Run 1, routed metal per tile:
The bar under the picture is 20 um long. 15 x 15 tiles, from dark blue (low) to red (high), scaled to the fullest tile. Values are wire area over tile area, all layers added.
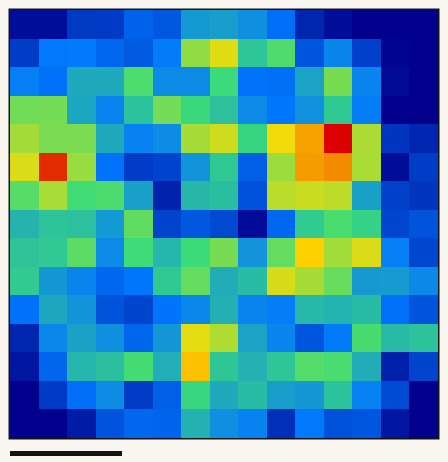
Run 1, placement density heat map:
The bar under the picture is 20 um long. 8 x 8 tiles, from dark blue (low) to red (high), 0 to 100% covered.
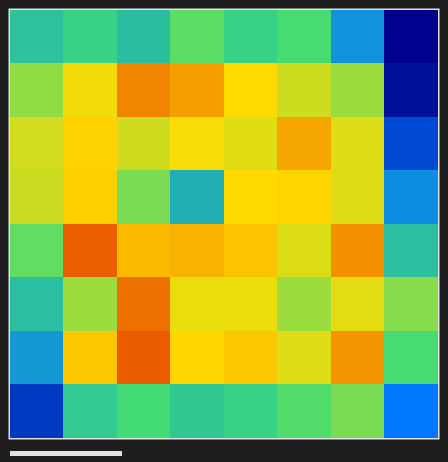
Run 1, routing congestion:
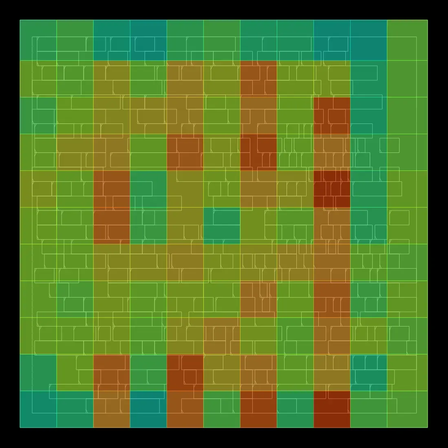
Design alu_op_issuer, sky130hd; sources not shown.
==> run summary, run 1 <==
Observations from the implementation run.

Critical path:
- The run gives the total number of cells along the worst setup path as 3.
- The run gives the number of buffers and inverters on the critical path as 1.
- The worst setup path is launched from a flip-flop.
- In this run the worst path has a maximum fanout of 14.
- On the critical path the largest part of the delay comes from buffers and inverters.
- The run gives the arrival time at the worst endpoint as 2.02 ns.
- Traced cell by cell, the critical path runs through nor3_1 -> and2_1 -> clkdlybuf4s50_1.
- The worst setup path is captured at an output pin.
- The run puts the critical path's largest stage delay at 0.79 ns.
- The number of cells on the worst reg-to-reg path is 6.

Final timing:
- The run gives the headroom to the max-slew limit as 0.5857.
- The run puts the setup clock skew after layout at 0.007382 ns.
- The run puts the time the final worst path needs with I/O delays and setup at 2.265 ns.
- The run gives the setup TNS after final layout as 0 ns.
- The run puts the setup-violating endpoint count in the final report at 0.
- The run gives the hold violation count in the final report as 0.
- The run gives the setup slack of the critical path after layout as 0.2345 ns.
- The run puts the ratio of final minimum period to clock period at 0.9062.

Cells and area:
- The run gives the fraction of final layout cells sized beyond drive strength 1 as 0.2943.
- The final layout report lists a filler cell count of 402.
- Per the run report, area growth between synthesis and finish was 56.04%.
- The run puts the combinational gate area at 1018 um2.
- The run gives the number of diodes as 0.
- The run puts the area of all placed cells without fillers at 3620 um2.
- The run gives the flip-flop count of the largest register, all copies and words added as 10.
- The run gives the footprint of the flip-flops and latches as 1226 um2.
- The run gives the number of non-filler instances in the completed layout as 352.
- The run gives the net total in the final layout as 330.
- Leaving out fill and tap cells, the most frequent cells in the layout are clkdlybuf4s50_1, dfrtp_1, mux2_2.

Clock network:
- The run gives the number of CTS-inserted buffers as 5.
- After clock tree synthesis, the flow added hold-fix buffers numbering 0.
- For this design, the sink count on the clock tree is 49.
- The H-tree was split into 2 levels.
- The run gives the quantity of gates resized following cts as 0.
- The run puts the number of buffers on the longest clock path at 2.
- The run puts the number of setup buffers added after CTS at 0.
- TritonCTS built the clock tree.
- The later pin in the worst-skew pair is clocked with a latency of 0.30 ns.

Run:
- The run gives the number of warnings the tools reported as 25.
- Per the run summary, max-cap violations total 0.

Die:
- After floorplanning, the core was divided into 26 placement rows.
- The floorplan step defined a die boundary enclosing 5869 um2.
- In this run the count of I/O pins placed on the die edge is 90.
- The run puts the starting utilization of the core area at 0.4542.
- The run puts the die boundary height at 76.61 um.
- The run puts the die boundary width at 76.61 um.

Routing:
- The run gives the DRC violation total after the first TritonRoute iteration as 97.
- The run puts the final antenna-violating net count at 0.
- For this run, the detailed router reports a per-instance via density of 4.989.
- Per the detail_route report, DRC violations left total 0.
- The run puts the vias after detailed routing at 1,756.
- The run puts the length of the first detailed-routing pass in iterations at 4.

Yosys:
- The run gives the register bit count reported by yosys as 49.
- The run puts the number of enable flip-flop cells at 0.
- The run puts the share of the synthesized area in the top cell type at 0.5286.
- The run puts the mean post-synth cell area at 12.21 um2.
- The run puts the synthesized cell area at 2320 um2.
- For this design, Yosys synthesis ends with a cell count of 190.
- The synthesized instance count is 190.
- The share of the Yosys chip area taken by registers is 0.5286.
- The run gives the largest area contributor in the synthesized netlist as dfrtp_1.

Placement:
- According to the dpl log, the detail-placed design has an HPWL of 3.877 mm.
- The run gives the number of port buffers as 89.
- The run puts the post-place setup slack at 0.4932 ns.
- The run gives the cell area after placement as 3518 um2.
- The run gives the routability congestion estimate from global placement as 0.7815.

Status:
- The flow ran to the end, and the final reports show no timing, DRC or antenna violations.

Global route:
- The run puts the first-pass GRT wire length at 8.728 mm.
- The run gives the residual overflow from global routing as 0.
- The run puts the number of antenna violations at the first check in global routing at 0.

Worst hold path:
- The run gives the class of the tightest hold or removal check as primary input to asynchronous set/reset pin.
-- 'routed metal per tile' (at the start) --
tiles over half the peak = 23%
fullest tile = 0.41
nearly empty tiles = 6.2%
mean over tiles = 0.14
routed wire length: 5.203 mm
wire length per cell: 14.78 um

-- 'placement density heat map' (at the start) --
nearly empty tiles = 1.6%
fullest tile = 90%
tiles over 75% full = 30%
mean over tiles = 60%
fraction of the core area covered by cells at the end of the flow: 0.7087
Core Box Area: 5107 um2

-- 'routing congestion' (at the start) --
All-Layer GR Usage: 0.1890
met2 track demand over resource in global routing: 0.3292
met3 Usage GRT: 0.06043
met1 layer usage reported by global route: 0.2240

## run 1: Yosys cell counts, drive strengths merged, types with 3 or more instances
cell	instances
inv	6
dfrtp	49
nand3b	3
clkbuf	3
mux2	40
nand2	6
o21ai	9
nor3	5
nor2	4
buf	7
a21oi	5
and2	16
nor2b	4
and3	8
## run 1: worst reg2reg max path: cells and delay by family (launching register included)
family / cells / cell delay [ns]
muxes: 1 / 0.44
and+or+nand+nor: 2 / 0.55
adders and majority gates: 1 / 0.20
buffers and inverters: 2 / 0.26
DFF: 1 / 0.44
## run 1: routing by layer
layer | up-vias | GRT usage | share of wire
li1 | 831 | - | -
met1 | 868 | 0.2240 | 0.40
met2 | 52 | 0.3292 | 0.53
met3 | 5 | 0.06043 | 0.064
met4 | 0 | 0.05455 | 0.0075
met5 | - | 0 | 0
## run 1: cell type report
class	instances	area share
clock buffers	7	0.02662
clock inverters	1	0.001383
inverters	6	0.006222
multi-input cells	125	0.2814
flip-flops and latches	49	0.3387
well taps	70	0.02420
repair buffers	94	0.3215
## run 1: cell families (layout without fill, tap and decap cells)
family	count (synthesis)	after routing	synth area share
AND/OR/NAND/NOR	58	58	0.1559
flip-flops	49	49	0.5286
multiplexers	42	42	0.2028
AND-OR/OR-AND	19	19	0.05448
buffers and inverters	16	108	0.03236
XOR/XNOR	4	4	0.01511
adder cells (fa/ha/maj)	2	2	0.01079
==> run 1 -> run 2 <==
Settings changed: HOLD_SLACK_MARGIN 0.08 to not set.
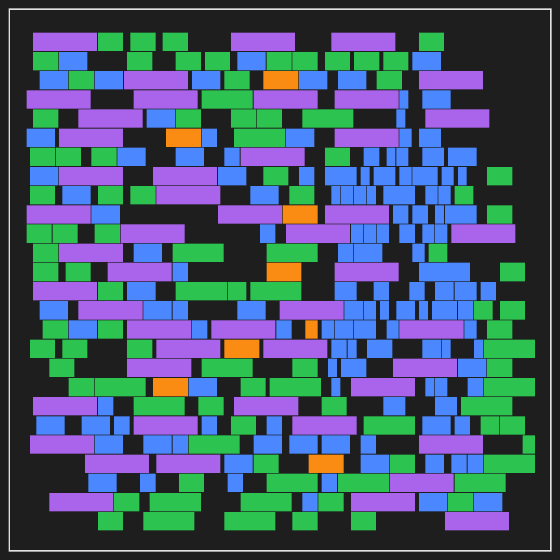
Run 2: cell classes on the final placement
sequential cells -> purple  # cells 49
combinational and other logic -> blue  # cells 131
remaining buffers and delay cells -> green  # cells 94
clock drivers and dummy loads -> orange  # cells 8
FP Rows: 26
Final Cell Area: 3620 um2
fraction of area in registers: 0.3387

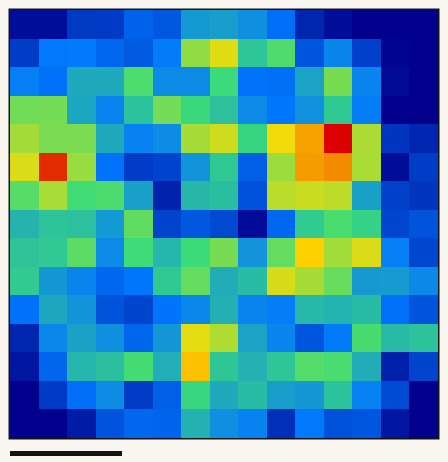
Run 2: routed metal per tile
The bar under the picture is 20 um long. 15 x 15 tiles, from dark blue (low) to red (high), scaled to the fullest tile. Values are wire area over tile area, all layers added.
mean over tiles = 0.14
fullest tile = 0.41
nearly empty tiles = 6.2%
tiles over half the peak = 23%
routed via count: 1,756

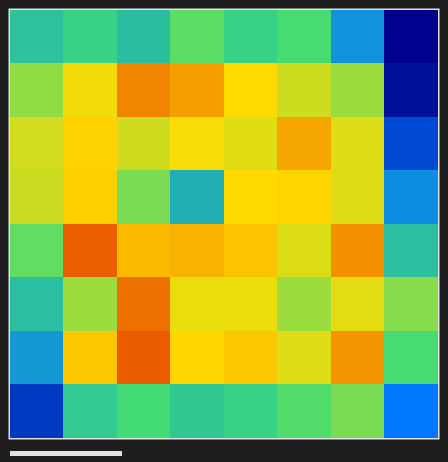
Run 2: placement density heat map
The bar under the picture is 20 um long. 8 x 8 tiles, from dark blue (low) to red (high), 0 to 100% covered.
emptiest ninth of the die = top right
fullest tile = 90%
mean over tiles = 60%
FP Util: 0.4542

==> run 2 against run 1 <==
Wire length stayed put. Design area unchanged. Synthesized cell count stayed put. Die size stayed put. Count of clock-buffer cells in the layout stayed put. Hold slack did not move. First-iteration DRC count unchanged. Final cell count did not move. Critical path type unchanged. Highest routed layer unchanged.
==> run summary, run 2 <==
Observations from the implementation run.

Global route:
- The run puts the residual overflow from global routing at 0 (unchanged).
- The run gives the first-pass GRT wire length as 8.728 mm (unchanged).

Clock network:
- TritonCTS built the clock tree.
- The total clock sinks is 49 (unchanged).
- The run puts the clock latency at the later pin of the worst-skew pair at 0.30 ns (about the same).
- The run puts the number of setup buffers added after CTS at 0 (unchanged).
- The run puts the hold-fix buffer count after cts at 0 (unchanged).

Placement:
- The post-place setup slack came to 0.4932 ns (unchanged).
- The run gives the HPWL reported at the end of detailed placement as 3.877 mm (unchanged).

Cells and area:
- Ranking logic cells in the layout by count gives the top entries clkdlybuf4s50_1, dfrtp_1, mux2_2.
- The run gives the flip-flop count of the largest register, all copies and words added as 10 (unchanged).
- The number of diodes is 0 (unchanged).
- The run puts the fraction of final layout cells sized beyond drive strength 1 at 0.2943 (unchanged).
- The run puts the net total in the final layout at 330 (unchanged).
- The run gives the area added between synthesis and finish as 56.04% (unchanged).
- The run gives the filler cell count in the final layout as 402 (unchanged).
- The run puts the footprint of the flip-flops and latches at 1226 um2 (unchanged).
- The run gives the combinational gate area as 1018 um2 (unchanged).

Critical path:
- The worst setup path is captured at an output pin.
- The run puts the logic depth of the worst register-to-register path at 6 (unchanged).
- The worst setup path is launched from a flip-flop.

Final timing:
- The run puts the setup TNS after final layout at 0 ns (unchanged).
- The run puts the time the final worst path needs with I/O delays and setup at 2.265 ns (unchanged).
- The setup clock skew after layout is 0.007382 ns (unchanged).
- The run puts the setup-violating endpoint count in the final report at 0 (unchanged).
- The run gives the ratio of final minimum period to clock period as 0.9062 (unchanged).

Yosys:
- The register area share after synthesis came to 0.5286 (unchanged).
- The post-synthesis cell count from yosys was 190 (unchanged).
- The run gives the number of enable flip-flop cells as 0 (unchanged).
- dfrtp_1 is the most common cell in the netlist.
- The run puts the share of the synthesized area in the top cell type at 0.5286 (unchanged).
- The mean post-synth cell area is 12.21 um2 (unchanged).
- Yosys reports that the most numerous cell types are dfrtp_1, mux2_2, and2_1.
- Summed over all instances, the cell type with the most area after synthesis is dfrtp_1.
- The synthesized cell area came to 2320 um2 (unchanged).

Routing:
- The detailed-route DRC error count was 0 (unchanged).
- The run gives the length of the first detailed-routing pass in iterations as 4 (unchanged).

Die:
- The area of the core region was 5107 um2 (unchanged).
- The run gives the total I/O pin count as 90 (unchanged).
- The run gives the die boundary height as 76.61 um (unchanged).
- The run gives the overall die area as 5869 um2 (unchanged).

Run:
- The run gives the max-cap check violation count as 0 (unchanged).
- The run gives the number of warnings the tools reported as 25 (unchanged).

Status:
- The run finished with clean final reports.
==> run 2: cell counts in the layout (fill, tap and decap cells not counted) <==
Identical to the previous run, type by type.
==> run 2: layout make-up <==
type | instances | share of cell area
clock inverter | 1 | 0.001383
multi-input combinational | 125 | 0.2814
inverter | 6 | 0.006222
clock buffer | 7 | 0.02662
timing repair buffer | 94 | 0.3215
sequential | 49 | 0.3387
tap | 70 | 0.02420
==> run 2: routing by layer <==
layer	up-vias	global-route usage	wire, um
li1	831	-	-
met5	-	0	0
met3	5	0.06043	332
met1	868	0.2240	2069
met4	0	0.05455	39
met2	52	0.3292	2761
==> run 2: cells by family after synthesis <==
logic type / synth area share
multiplexers: 0.2028
buffers and inverters: 0.03236
AND-OR/OR-AND: 0.05448
flip-flops: 0.5286
XOR/XNOR: 0.01511
AND/OR/NAND/NOR: 0.1559
adder cells (fa/ha/maj): 0.01079
==> run 2: per-stage QoR <==
| step | instances | util | hold slack, ns | cell area (um2) |
|---|---|---|---|---|
| finish | 352 | 0.7087 | 0.06920 | 3620 |
| global route | 352 | 0.7087 | 0.1297 | 3620 |
| CTS | 352 | 0.7087 | 0.1016 | 3620 |
| detailed placement | 344 | 0.6889 | 0.4267 | 3518 |
| global placement | 344 | 0.6889 | 0.4283 | 3518 |
| floorplan | 180 | - | -0.04559 | 2267 |
==> run 2: worst max-delay path: stages, from the launching register on <==
cell             delay, ns
dfrtp_1               0.55
nor3_1                0.23
and2_1                0.15
clkdlybuf4s50_1       0.79
